Fig. 1: clock nets
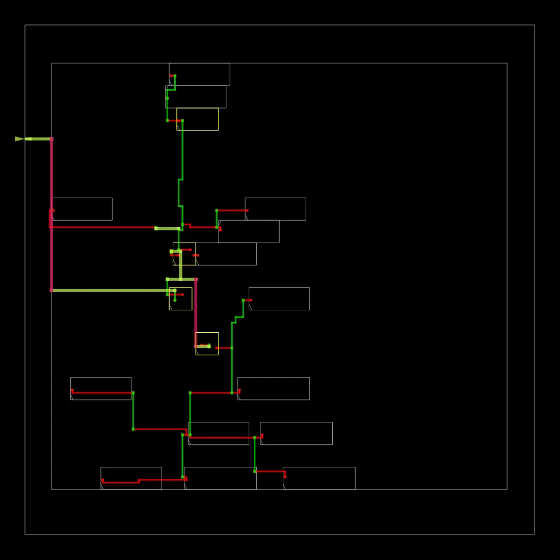
Fig. 2: clock distribution
Drawn at 10 px/um.
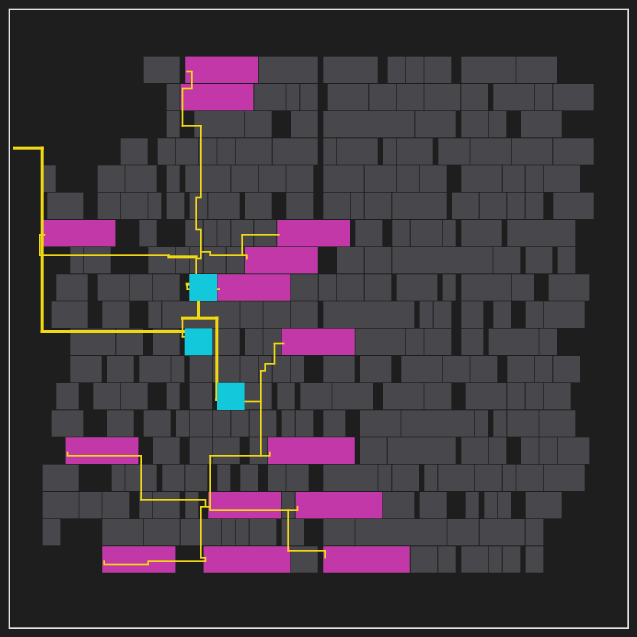
Fig. 3: cell area per tile
Drawn at 4 px/um. The die is cut into 6 by 6 equal tiles; black is low, pale yellow is high, 0 to 100% covered.
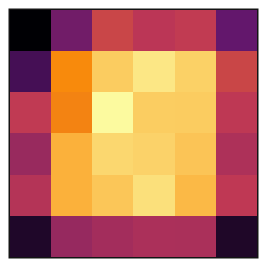
===== src/rtl/fft_addr_seq.sv =====
// Address sequencer for an in-place radix-2 DIT FFT: walks every butterfly of
// every stage, producing operand indices and twiddle ROM index one per cycle.
module fft_addr_seq #(
    parameter int LOGN = 8
) (
    input  logic            Clk,
    input  logic            Reset,
    input  logic            Start,
    input  logic            Ack,
    input  logic            Stall,
    input  logic            Inverse,
    output logic [LOGN-1:0] i_top,
    output logic [LOGN-1:0] i_bot,
    output logic [LOGN-2:0] address,
    output logic            Valid,
    output logic            tw_conj,
    output logic [3:0]      stage,
    output logic            Done,
    output logic [3:0]      state
);

    localparam logic [3:0]      INIT   = 4'd0;
    localparam logic [3:0]      DONE   = 4'd1;
    localparam logic [3:0]      PROC   = 4'd2;
    localparam logic [LOGN-2:0] K_LAST = '1;
    localparam logic [3:0]      S_LAST = 4'(LOGN - 1);

    logic [3:0]      state_reg, state_next;
    logic [3:0]      s_reg, s_next;
    logic [LOGN-2:0] k_reg, k_next;
    logic            conj_reg, conj_next;

    always_comb begin
        state_next = state_reg;
        s_next     = s_reg;
        k_next     = k_reg;
        conj_next  = conj_reg;
        case (state_reg)
            INIT: begin
                if (Start) begin
                    state_next = PROC;
                    s_next     = 4'd0;
                    k_next     = '0;
                    conj_next  = Inverse;
                end
            end
            PROC: begin
                if (!Stall) begin
                    if (k_reg != K_LAST) begin
                        k_next = k_reg + 1'b1;
                    end else if (s_reg != S_LAST) begin
                        // Next stage starts on the very next cycle, no bubble.
                        k_next = '0;
                        s_next = s_reg + 4'd1;
                    end else begin
                        state_next = DONE;
                    end
                end
            end
            DONE: begin
                if (Ack) begin
                    state_next = INIT;
                end
            end
            default: state_next = INIT;
        endcase
    end

    always_ff @(posedge Clk) begin
        if (!Reset) begin
            state_reg <= INIT;
            s_reg     <= 4'd0;
            k_reg     <= '0;
            conj_reg  <= 1'b0;
        end else begin
            state_reg <= state_next;
            s_reg     <= s_next;
            k_reg     <= k_next;
            conj_reg  <= conj_next;
        end
    end

    // half = 2^s as a one-hot, low_mask = half-1; both decoded bitwise from s.
    logic [LOGN-1:0] k_ext, half, low_mask, pos, grp_part;
    logic [3:0]      addr_sh;

    for (genvar gi = 0; gi < LOGN; gi++) begin : g_mask
        assign half[gi]     = (s_reg == 4'(gi));
        assign low_mask[gi] = (s_reg > 4'(gi));
    end

    always_comb begin
        k_ext    = {1'b0, k_reg};
        pos      = k_ext & low_mask;
        // grp*2*half is k with its low s bits cleared, shifted up once.
        grp_part = (k_ext & ~low_mask) << 1;
        addr_sh  = S_LAST - s_reg;
    end

    assign i_top   = grp_part | pos;
    assign i_bot   = i_top | half;
    assign address = pos[LOGN-2:0] << addr_sh;
    assign Valid   = (state_reg == PROC) && !Stall;
    assign Done    = (state_reg == DONE);
    assign tw_conj = conj_reg;
    assign stage   = s_reg;
    assign state   = state_reg;

endmodule


===== config.mk =====
export PLATFORM = sky130hd
export DESIGN_NAME = fft_addr_seq
export DESIGN_NICKNAME = d
export VERILOG_FILES = /design/src/rtl/fft_addr_seq.sv
export SDC_FILE = /design/constraint.sdc
export NUM_CORES = 1
export LEC_CHECK = 0
export CORE_MARGIN = 3
export CORE_UTILIZATION = 43
export CTS_CLUSTER_SIZE = 8
export DETAILED_ROUTE_END_ITERATION = 7
export GPL_ROUTABILITY_DRIVEN = 0
export HOLD_SLACK_MARGIN = 0.03
export PLACE_DENSITY = 0.77
export SLEW_MARGIN = 20
export SYNTH_ARGS = -nofsm -noshare
export SYNTH_HDL_FRONTEND = slang
export SYNTH_SLANG_ARGS = --single-unit

===== constraint.sdc =====
create_clock -name Clk -period 2.2 [get_ports Clk]
set_clock_uncertainty 0.2 [all_clocks]
set_input_delay 0.66 -clock Clk [delete_from_list [all_inputs] [get_ports Clk]]
set_output_delay 0.66 -clock Clk [all_outputs]
set_load 0.01 [all_outputs]

==> results_dict.tcl <==
# collected from the flow reports
set metrics [dict create \
    floorplan_die_height_um 61.7 \
    run_status "finished, violations left" \
    maximum_capacitance_violations 0 \
    nFillCells 178 \
    synthDominantCellAreaShare_pct 21.0 \
    leakagePower_nw 1.12 \
    worstPathMaxFanout 4 \
    maxClockFrequency_mhz 368 \
    list_of_cells_traversed_by_the_critical_path "inv_6 -> ha_4 -> nor2b_4 -> o211ai_1 -> buf_4 -> nand3_1 -> a32o_1 -> buf_2" \
    minimum_clock_period_after_layout_ps 2710 \
    portBuffers 37 \
    largest_register_ffs 7 \
    floorplan.die.width_um 61.7 \
    async_flop_share_pct 0 \
    fin_area_um2 2330 \
    grtUsageTotal_pct 28.8 \
    number_of_pins_exceeding_their_max_slew_limit_in_the_final_report 0 \
    synth-main-ff-cell "sky130_fd_sc_hd__dfxtp_1" \
    postRouteAntennaNets 0 \
    yosysSeqAreaShare_pct 21.0 \
    netlist_top_cells_count "sky130_fd_sc_hd__nand2_1 (22), sky130_fd_sc_hd__nor2_1 (18), sky130_fd_sc_hd__o21ai_0 (17), sky130_fd_sc_hd__dfxtp_1 (14), sky130_fd_sc_hd__a21oi_1 (8)" \
    rr_startpoint "stage[3]" \
    required_ps 1340 \
    synth_dominant_cell_count "sky130_fd_sc_hd__nand2_1" \
    report.final.setup_viol 24 \
    critical_path.max_stage_delay_ps 390 \
    detailed_route_wire_length_um 5410 \
    syn-instance-count 185 \
    rrSetupSlack_ps -70 \
    grt_first_pass_wirelength_um 8250 \
    violations "negative setup slack" \
    row_count 19 \
    worst_ir_drop_vdd_mv 0.233 \
    postLayoutSetupSlackWorst_ps -515 \
    cell_type_with_the_highest_aggregate_area_in_the_netlist "sky130_fd_sc_hd__dfxtp_1" \
    grt_start_max_net_pins 18 \
    ctsHoldBuffers 0 \
    ys_ff 14 \
    count_of_library_flops_with_an_enable_pin 0 \
    cts.clk_slew.worst_paths_ps 90 \
    worst_ep_arrival_time_ps 1850 \
    route.vias.total 1834 \
    drt_drc_violations_left 0 \
    top_cells_by_area "sky130_fd_sc_hd__dfxtp_1 (21%), sky130_fd_sc_hd__o21ai_0 (6.4%), sky130_fd_sc_hd__nand2_1 (6.2%)" \
    ios 40 \
    cts_max_path_buffers 2 \
    drtIter0Drc 156 \
    firstDrtPassIters 4 \
    synth_warnings 0 \
    detailed_place.area_um2 2050 \
    timing.critical_path.slowest_stage_cell "sky130_fd_sc_hd__dfxtp_4" \
    number_of_cell_instances_after_yosys_synthesis 185 \
    clock_tree.root_cell "sky130_fd_sc_hd__clkbuf_4" \
    vias_in_the_first_global_route 1795 \
    hpwl_um 3530 \
    netlist_area_um2 1340 \
    chip_area_um2 3810 \
    syn_area_per_cell_um2 7.22 \
    core-area_um2 2850 \
    post-route-util_pct 81.5 \
    cts_max_level 1 \
    grt_antenna_before_repair 0 \
    grt_setup_unrepaired "true" \
    fin_crit_sh_pct 123 \
]
Back to the opening pictures, Fig. 1:
TritonCTS buffer count: 3
Clock Latency Late Sink: 280 ps
total clock sinks: 14
number of sequential cells in the layout: 14
clock group total power: 0.000191 W

Back to the opening pictures, Fig. 2:
[magenta] flip-flops | count: 14
[cyan] cells driving clock nets | count: 3
[yellow] clock wires | length: 200 um
routed clock nets: 4

Back to the opening pictures, Fig. 3:
nearly empty tiles: 2.8%
densest ninth of the die: centre
tiles over 75% full: 39%
mean over tiles: 60%

-- metrics by stage --
step                cells  setup slack (ps)  total power [W]
CTS                   298              -451         0.000549
floorplan             186              -137         0.000317
detailed placement    285              -753         0.000370
global placement      285              -725         0.000366
finish                302              -515         0.000553
global route          302              -573         0.000577
-- cells by family after synthesis --
group | after synthesis | synth area share (%)
and+or+nand+nor | 81 | 33.1
AOI/OAI and AO/OA | 61 | 30.2
buffers and inverters | 19 | 7.68
DFF | 14 | 21.0
adders and majority gates | 5 | 4.68
muxes | 4 | 3.09
other | 1 | 0.281
-- placed cells by master, fill, tap and decap left out, drive strengths merged, types with 3 or more instances in the layout --
cell | Yosys | final
a21boi | 5 | 5
dfxtp | 14 | 14
o21a | 4 | 4
clkbuf | 6 | 5
nor3b | 3 | 3
buf | 8 | 80
clkdlybuf4s50 | 0 | 6
mux2i | 3 | 3
inv | 4 | 4
nor2b | 4 | 4
a21o | 6 | 6
nand2 | 22 | 22
nand2b | 6 | 6
and3 | 5 | 5
a21oi | 8 | 8
dlygate4sd2 | 0 | 5
nor2 | 19 | 19
nor4 | 3 | 3
o21ai | 18 | 18
ha | 5 | 5
nand3 | 7 | 7
a211oi | 3 | 3
-- per-layer routing --
layer	global-route usage, %	vias up	part of all wire, %
met5	0	-	0
met4	13.6	0	4.2
met3	4.13	29	5.8
met2	53.1	98	52
met1	32.2	859	38
li1	-	848	-
-- where the power goes --
part / switching (W) / internal, W
Clock: 0.0000902 / 0.000101
Sequential: 0.00000423 / 0.000252
Combinational: 0.0000501 / 0.0000549
Total: 0.000145 / 0.000408
-- cell type report --
| type | count | area, um2 | share of cell area [%] |
|---|---|---|---|
| Inverter | 5 | 36.3 | 1.56 |
| Tap cell | 31 | 38.8 | 1.67 |
| Sequential cell | 14 | 295 | 12.7 |
| Clock buffer | 4 | 36.3 | 1.56 |
| Timing Repair Buffer | 95 | 791 | 34.0 |
| Multi-Input combinational cell | 153 | 1130 | 48.5 |
-- final timing paths --
| kind | to | cells after the start |
|---|---|---|
| max | address[6] | 8 |
| max reg2reg | k_reg[1] | 8 |
| min | tw_conj | 2 |
| min reg2reg | tw_conj | 2 |
-- critical path: cells and delay by family (launching register included) --
family	cells	cell delay (ps)
AND-OR/OR-AND	2	520
flip-flops	1	390
buffers and inverters	3	380
adder cells (fa/ha/maj)	1	150
AND/OR/NAND/NOR	2	130
-- what timing repair did --
action / in CTS / in global routing
endpoints found under the setup margin: 33 / 32
setup buffers: 8 / 5
cloned: 1 / 0
resized: 138 / 28
pin swaps: 12 / 14
Power figures rest on the tool's default switching activity, not on a simulated workload.
